### config.mk
export PLATFORM = sky130hd
export DESIGN_NAME = dsp_frame_writer_flat
export DESIGN_NICKNAME = d
export VERILOG_FILES = /design/src/rtl/dsp_frame_pkg.sv /design/src/rtl/dsp_frame_writer_if.sv /design/src/rtl/int_stretcher.sv /design/src/rtl/dsp_frame_writer.sv /design/src/flat_wrapper.sv
export SDC_FILE = /design/constraint.sdc
export NUM_CORES = 1
export LEC_CHECK = 0
export CAP_MARGIN = 20
export CORE_ASPECT_RATIO = 2
export CORE_MARGIN = 4
export CORE_UTILIZATION = 50
export DETAILED_ROUTE_END_ITERATION = 16
export GPL_TIMING_DRIVEN = 0
export PLACE_DENSITY = 0.84
export SYNTH_ARGS = -nofsm -noshare
export SYNTH_HDL_FRONTEND = slang
export SYNTH_SLANG_ARGS = --single-unit
### constraint.sdc
create_clock -name clk_100M -period 17.5 [get_ports clk_100M]
set_clock_uncertainty 0.15 [all_clocks]
set_input_delay 1.75 -clock clk_100M [delete_from_list [all_inputs] [get_ports clk_100M]]
set_output_delay 1.75 -clock clk_100M [all_outputs]
set_load 0.01 [all_outputs]
### src/rtl/dsp_frame_pkg.sv
// rtl/dsp_frame_pkg.sv - shared types and helpers for the DSP frame writer
package dsp_frame_pkg;

    typedef enum logic [2:0] {
        S_IDLE,
        S_HDR,
        S_CH_PRE,
        S_CH_UDC,
        S_CH_DATA,
        S_CH_SUM,
        S_DONE
    } state_t;

    // Number of DSP RAM words in one frame
    function automatic int frame_words(input int hdr_words, input int num_ch, input int ch_data);
        return hdr_words + 2 + num_ch * (ch_data + 2);
    endfunction

    function automatic logic [15:0] csum_add(input logic [15:0] acc, input logic [15:0] word);
        return acc + word;
    endfunction

    function automatic logic [15:0] csum_final(input logic [15:0] acc);
        return ~acc;
    endfunction

endpackage

### src/rtl/dsp_frame_writer_if.sv
// rtl/dsp_frame_writer_if.sv - DSP-side RAM write bus and interrupt handshake
interface dsp_frame_writer_if #(
    parameter int AW = 10,
    parameter int DW = 16
);
    logic          o_ram_wea;
    logic [AW-1:0] o_ram_addr;
    logic [DW-1:0] o_ram_data;
    logic          XINT1W;
    logic          XRD;

    modport master (output o_ram_wea, o_ram_addr, o_ram_data, XINT1W, input XRD);
    modport slave  (input o_ram_wea, o_ram_addr, o_ram_data, XINT1W, output XRD);
endinterface

### src/rtl/int_stretcher.sv
// rtl/int_stretcher.sv - stretches a one-clock irq into a timed DSP interrupt
module int_stretcher #(
    parameter int INT_CYCLES = 242
) (
    input  logic clk,
    input  logic rst,
    input  logic i_irq,
    input  logic i_xrd_n,
    output logic o_xint
);
    localparam int CW = $clog2(INT_CYCLES + 1);

    logic [CW-1:0] r_cnt;
    logic          r_xint;

    // A new irq always restarts the window; a DSP read ends it early
    always_ff @(posedge clk or posedge rst) begin
        if (rst) begin
            r_xint <= 1'b0;
            r_cnt  <= '0;
        end else if (i_irq) begin
            r_xint <= 1'b1;
            r_cnt  <= CW'(INT_CYCLES - 1);
        end else if (r_xint) begin
            if (!i_xrd_n || r_cnt == '0) begin
                r_xint <= 1'b0;
                r_cnt  <= '0;
            end else begin
                r_cnt <= r_cnt - 1'b1;
            end
        end
    end

    assign o_xint = r_xint;
endmodule

### src/rtl/dsp_frame_writer.sv
// rtl/dsp_frame_writer.sv - snapshots header/udc and streams one frame into DSP RAM
module dsp_frame_writer
    import dsp_frame_pkg::*;
#(
    parameter int NUM_CH     = 3,
    parameter int HDR_WORDS  = 12,
    parameter int CH_DATA    = 78,
    parameter int BASE_ADDR  = 'h100,
    parameter int AW         = 10,
    parameter int DW         = 16,
    parameter int INT_CYCLES = 242
) (
    input  logic                   clk_100M,
    input  logic                   reset,
    input  logic                   start,
    input  logic [HDR_WORDS*DW-1:0] hdr_data,
    input  logic [NUM_CH*DW-1:0]   ch_udc,
    output logic [NUM_CH*AW-1:0]   ch_rd_addr,
    input  logic [NUM_CH*DW-1:0]   ch_rd_data,
    dsp_frame_writer_if.master     dsp,
    output logic                   busy,
    output logic [15:0]            frame_cnt,
    output logic [15:0]            overrun_cnt
);
    localparam int             CW        = 16;
    localparam logic [CW-1:0]  HDR_FC    = CW'(HDR_WORDS);
    localparam logic [CW-1:0]  HDR_LAST  = CW'(HDR_WORDS + 1);
    localparam logic [CW-1:0]  DATA_LAST = CW'(CH_DATA - 1);
    localparam logic [2:0]     CH_LAST   = 3'(NUM_CH - 1);
    localparam logic [AW-1:0]  ADDR0     = AW'(BASE_ADDR);

    if (BASE_ADDR + frame_words(HDR_WORDS, NUM_CH, CH_DATA) - 1 >= (1 << AW)) begin : g_bad_range
        $fatal(1, "frame does not fit in the DSP RAM address space");
    end
    if (DW != 16 || NUM_CH < 1 || NUM_CH > 8) begin : g_bad_shape
        $fatal(1, "unsupported word width or channel count");
    end

    state_t                  r_state, w_next;
    logic                    r_start_q;
    logic [HDR_WORDS*DW-1:0] r_hdr;
    logic [NUM_CH*DW-1:0]    r_udc;
    logic [CW-1:0]           r_cnt;
    logic [2:0]              r_ch;
    logic [AW-1:0]           r_addr;
    logic [15:0]             r_sum, r_frame_cnt, r_overrun;
    logic [DW-1:0]           r_rd_q;

    logic                    w_edge, w_wea, w_irq, w_busy, w_sum_word, w_xint;
    logic [DW-1:0]           w_data;
    logic [AW-1:0]           w_rd_addr;
    logic [CW-1:0]           w_hidx;

    assign w_edge     = start & ~r_start_q;
    assign w_hidx     = (r_cnt < HDR_FC) ? r_cnt : '0;
    assign w_sum_word = (r_state == S_HDR && r_cnt == HDR_LAST) || (r_state == S_CH_SUM);

    // State register
    always_ff @(posedge clk_100M or posedge reset) begin
        if (reset) r_state <= S_IDLE;
        else       r_state <= w_next;
    end

    // Next state and per-state write word; RAM read data is registered once more
    // inside the writer, so the channel address runs two words ahead of the write
    always_comb begin
        w_next    = r_state;
        w_wea     = 1'b0;
        w_data    = '0;
        w_rd_addr = '0;
        w_irq     = 1'b0;
        w_busy    = 1'b1;
        case (r_state)
            S_IDLE: begin
                w_busy = 1'b0;
                if (w_edge) w_next = S_HDR;
            end
            S_HDR: begin
                w_wea = 1'b1;
                if (r_cnt < HDR_FC)       w_data = r_hdr[w_hidx*DW +: DW];
                else if (r_cnt == HDR_FC) w_data = r_frame_cnt;
                else                      w_data = csum_final(r_sum);
                if (r_cnt == HDR_LAST) w_next = S_CH_PRE;
            end
            S_CH_PRE: begin
                w_rd_addr = AW'(1);
                w_next    = S_CH_UDC;
            end
            S_CH_UDC: begin
                w_wea     = 1'b1;
                w_data    = r_udc[r_ch*DW +: DW];
                w_rd_addr = AW'(2);
                w_next    = S_CH_DATA;
            end
            S_CH_DATA: begin
                w_wea     = 1'b1;
                w_data    = r_rd_q;
                w_rd_addr = AW'(3) + r_cnt[AW-1:0];
                if (r_cnt == DATA_LAST) w_next = S_CH_SUM;
            end
            S_CH_SUM: begin
                w_wea  = 1'b1;
                w_data = csum_final(r_sum);
                w_next = (r_ch == CH_LAST) ? S_DONE : S_CH_PRE;
            end
            S_DONE: begin
                w_busy = 1'b0;
                w_irq  = 1'b1;
                w_next = S_IDLE;
            end
            default: begin
                w_busy = 1'b0;
                w_next = S_IDLE;
            end
        endcase
    end

    // Frame datapath: snapshot, counters, running checksum, write address
    always_ff @(posedge clk_100M or posedge reset) begin
        if (reset) begin
            r_start_q   <= 1'b1;
            r_hdr       <= '0;
            r_udc       <= '0;
            r_cnt       <= '0;
            r_ch        <= '0;
            r_addr      <= ADDR0;
            r_sum       <= '0;
            r_rd_q      <= '0;
            r_frame_cnt <= '0;
            r_overrun   <= '0;
        end else begin
            r_start_q <= start;
            r_rd_q    <= ch_rd_data[r_ch*DW +: DW];
            r_cnt     <= (w_next != r_state) ? '0 : r_cnt + 1'b1;
            r_sum     <= (w_wea && !w_sum_word) ? csum_add(r_sum, w_data) : '0;
            if (r_state == S_IDLE) r_addr <= ADDR0;
            else if (w_wea)        r_addr <= r_addr + 1'b1;
            if (r_state == S_IDLE)                          r_ch <= '0;
            else if (r_state == S_CH_SUM && r_ch != CH_LAST) r_ch <= r_ch + 1'b1;
            if (r_state == S_IDLE && w_edge) begin
                r_hdr       <= hdr_data;
                r_udc       <= ch_udc;
                r_frame_cnt <= r_frame_cnt + 1'b1;
            end
            if (w_edge && w_busy && r_overrun != 16'hFFFF) r_overrun <= r_overrun + 1'b1;
        end
    end

    // Only the channel being read sees a non-zero address
    always_comb begin
        ch_rd_addr = '0;
        for (int c = 0; c < NUM_CH; c++) begin
            if (r_ch == 3'(c)) ch_rd_addr[c*AW +: AW] = w_rd_addr;
        end
    end

    int_stretcher #(.INT_CYCLES(INT_CYCLES)) u_int (
        .clk     (clk_100M),
        .rst     (reset),
        .i_irq   (w_irq),
        .i_xrd_n (dsp.XRD),
        .o_xint  (w_xint)
    );

    assign dsp.o_ram_wea  = w_wea;
    assign dsp.o_ram_data = w_data;
    assign dsp.o_ram_addr = (r_state == S_IDLE || r_state == S_DONE) ? '0 : r_addr;
    assign dsp.XINT1W     = w_xint;
    assign busy           = w_busy;
    assign frame_cnt      = r_frame_cnt;
    assign overrun_cnt    = r_overrun;
endmodule

### src/flat_wrapper.sv
// flat-port wrapper written by rule: the top's interface ports become plain ports
module dsp_frame_writer_flat import dsp_frame_pkg::*;
#(
    parameter int NUM_CH     = 3,
    parameter int HDR_WORDS  = 12,
    parameter int CH_DATA    = 78,
    parameter int BASE_ADDR  = 'h100,
    parameter int AW         = 10,
    parameter int DW         = 16,
    parameter int INT_CYCLES = 242
)
  (clk_100M, reset, start, hdr_data, ch_udc, ch_rd_addr, ch_rd_data, busy, frame_cnt, overrun_cnt, dsp_o_ram_wea, dsp_o_ram_addr, dsp_o_ram_data, dsp_XINT1W, dsp_XRD);
  dsp_frame_writer_if #(.AW(AW), .DW(DW)) dsp_i ();
  input  logic clk_100M;
  input  logic reset;
  input  logic start;
  input  logic [HDR_WORDS*DW-1:0] hdr_data;
  input  logic [NUM_CH*DW-1:0] ch_udc;
  output logic [NUM_CH*AW-1:0] ch_rd_addr;
  input  logic [NUM_CH*DW-1:0] ch_rd_data;
  output logic busy;
  output logic [15:0] frame_cnt;
  output logic [15:0] overrun_cnt;
  output wire logic [$bits(dsp_i.o_ram_wea)-1:0] dsp_o_ram_wea;
  output wire logic [$bits(dsp_i.o_ram_addr)-1:0] dsp_o_ram_addr;
  output wire logic [$bits(dsp_i.o_ram_data)-1:0] dsp_o_ram_data;
  output wire logic [$bits(dsp_i.XINT1W)-1:0] dsp_XINT1W;
  input wire logic [$bits(dsp_i.XRD)-1:0] dsp_XRD;
  assign dsp_o_ram_wea = dsp_i.o_ram_wea;
  assign dsp_o_ram_addr = dsp_i.o_ram_addr;
  assign dsp_o_ram_data = dsp_i.o_ram_data;
  assign dsp_XINT1W = dsp_i.XINT1W;
  assign dsp_i.XRD = dsp_XRD;
  dsp_frame_writer #(.NUM_CH(NUM_CH), .HDR_WORDS(HDR_WORDS), .CH_DATA(CH_DATA), .BASE_ADDR(BASE_ADDR), .AW(AW), .DW(DW), .INT_CYCLES(INT_CYCLES)) u_core (.clk_100M(clk_100M), .reset(reset), .start(start), .hdr_data(hdr_data), .ch_udc(ch_udc), .ch_rd_addr(ch_rd_addr), .ch_rd_data(ch_rd_data), .dsp(dsp_i), .busy(busy), .frame_cnt(frame_cnt), .overrun_cnt(overrun_cnt));
endmodule
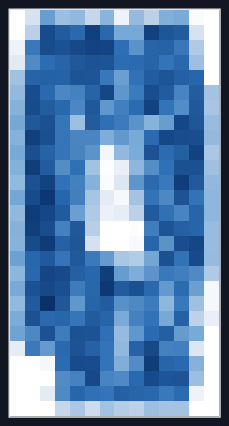
(images/cell_density.png)
(1.5 px per micron) The die is cut into 14 by 27 equal tiles; white is low, dark blue is high, 0 to 100% covered.
fullest tile: 100%
mean over tiles: 59%
nearly empty tiles: 7.9%
emptiest ninth of the die: middle
tiles over 75% full: 41%
Finished Core Util: 66.9%
Starting Density: 50.5%
CORE AREA: 34200 sq um

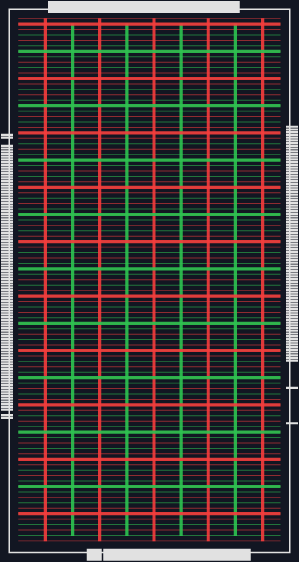
(images/power_grid.png)
(2 px per micron) Pins as bars on the die edge.
| net | color |
|---|---|
| VSS | red |
| VDD | green |
rows: 96
met4 straps: 9

==> impl_metrics.tcl <==
# implementation run metrics
set metrics [dict create \
    p_sw_share_pct 25.5 \
    detail_route.vias_per_cell 5.94 \
    crit_end "dsp_o_ram_data[8]" \
    wl_met2_mm 32.5 \
    critical_path_depth 11 \
    lay_top_count "clkdlybuf4s50_1" \
    leakagePower_nw 9.74 \
    log.warning_count 39 \
    grt_pass1_vias 15900 \
    yosys_area_sq_um 17300 \
    grt_max_degree 131 \
    crit_type "flip-flop to primary output" \
    p_clk_mw 0.779 \
    seq_share_pct 37.8 \
    seq_cell_count 346 \
    hpwlAfterDp_mm 48.1 \
    cts_sinks 346 \
    powerSeq_mw 0.909 \
    rows 96 \
    yosys.area_share.adder_pct 2.22 \
    finalNonFillerCells 2474 \
    yosys.stat.seqShare_pct 50.1 \
    holdWs_ns 0.354 \
    synthArstFlopShare_pct 100 \
    status "finished, final reports clean" \
    dpl_cell_area_sq_um 21700 \
    dieArea_sq_um 37800 \
    syn_nets 1906 \
    setup-violations-final 0 \
    ant_nets 0 \
    layout_top_cells "382 x clkdlybuf4s50_1, 344 x dfrtp_1, 241 x mux2_2, 162 x nor2_1, 159 x nand2_1" \
    worst_pin_slew_ns 1.17 \
    drc_errors 0 \
]
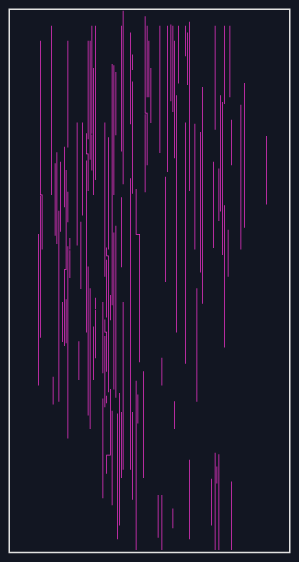
(images/layer_met4.png)
(2 px per micron)
nets with wire on the layer: 97
main direction: vertical
share of all routed wire: 9.2%
longest straight run: 146 microns
wire length on this layer: 5660 microns
WL final: 61.5 mm
DR vias: 14700

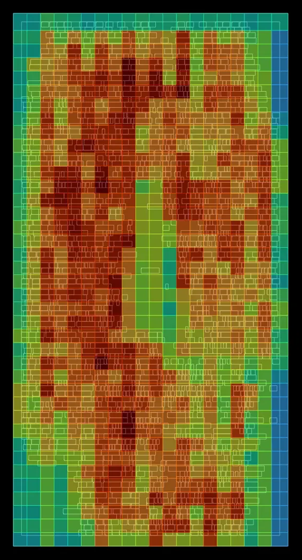
(images/congestion.png)
GR Util met1: 31.9%
wire per inst: 24.8 microns
gr busiest metal: met2

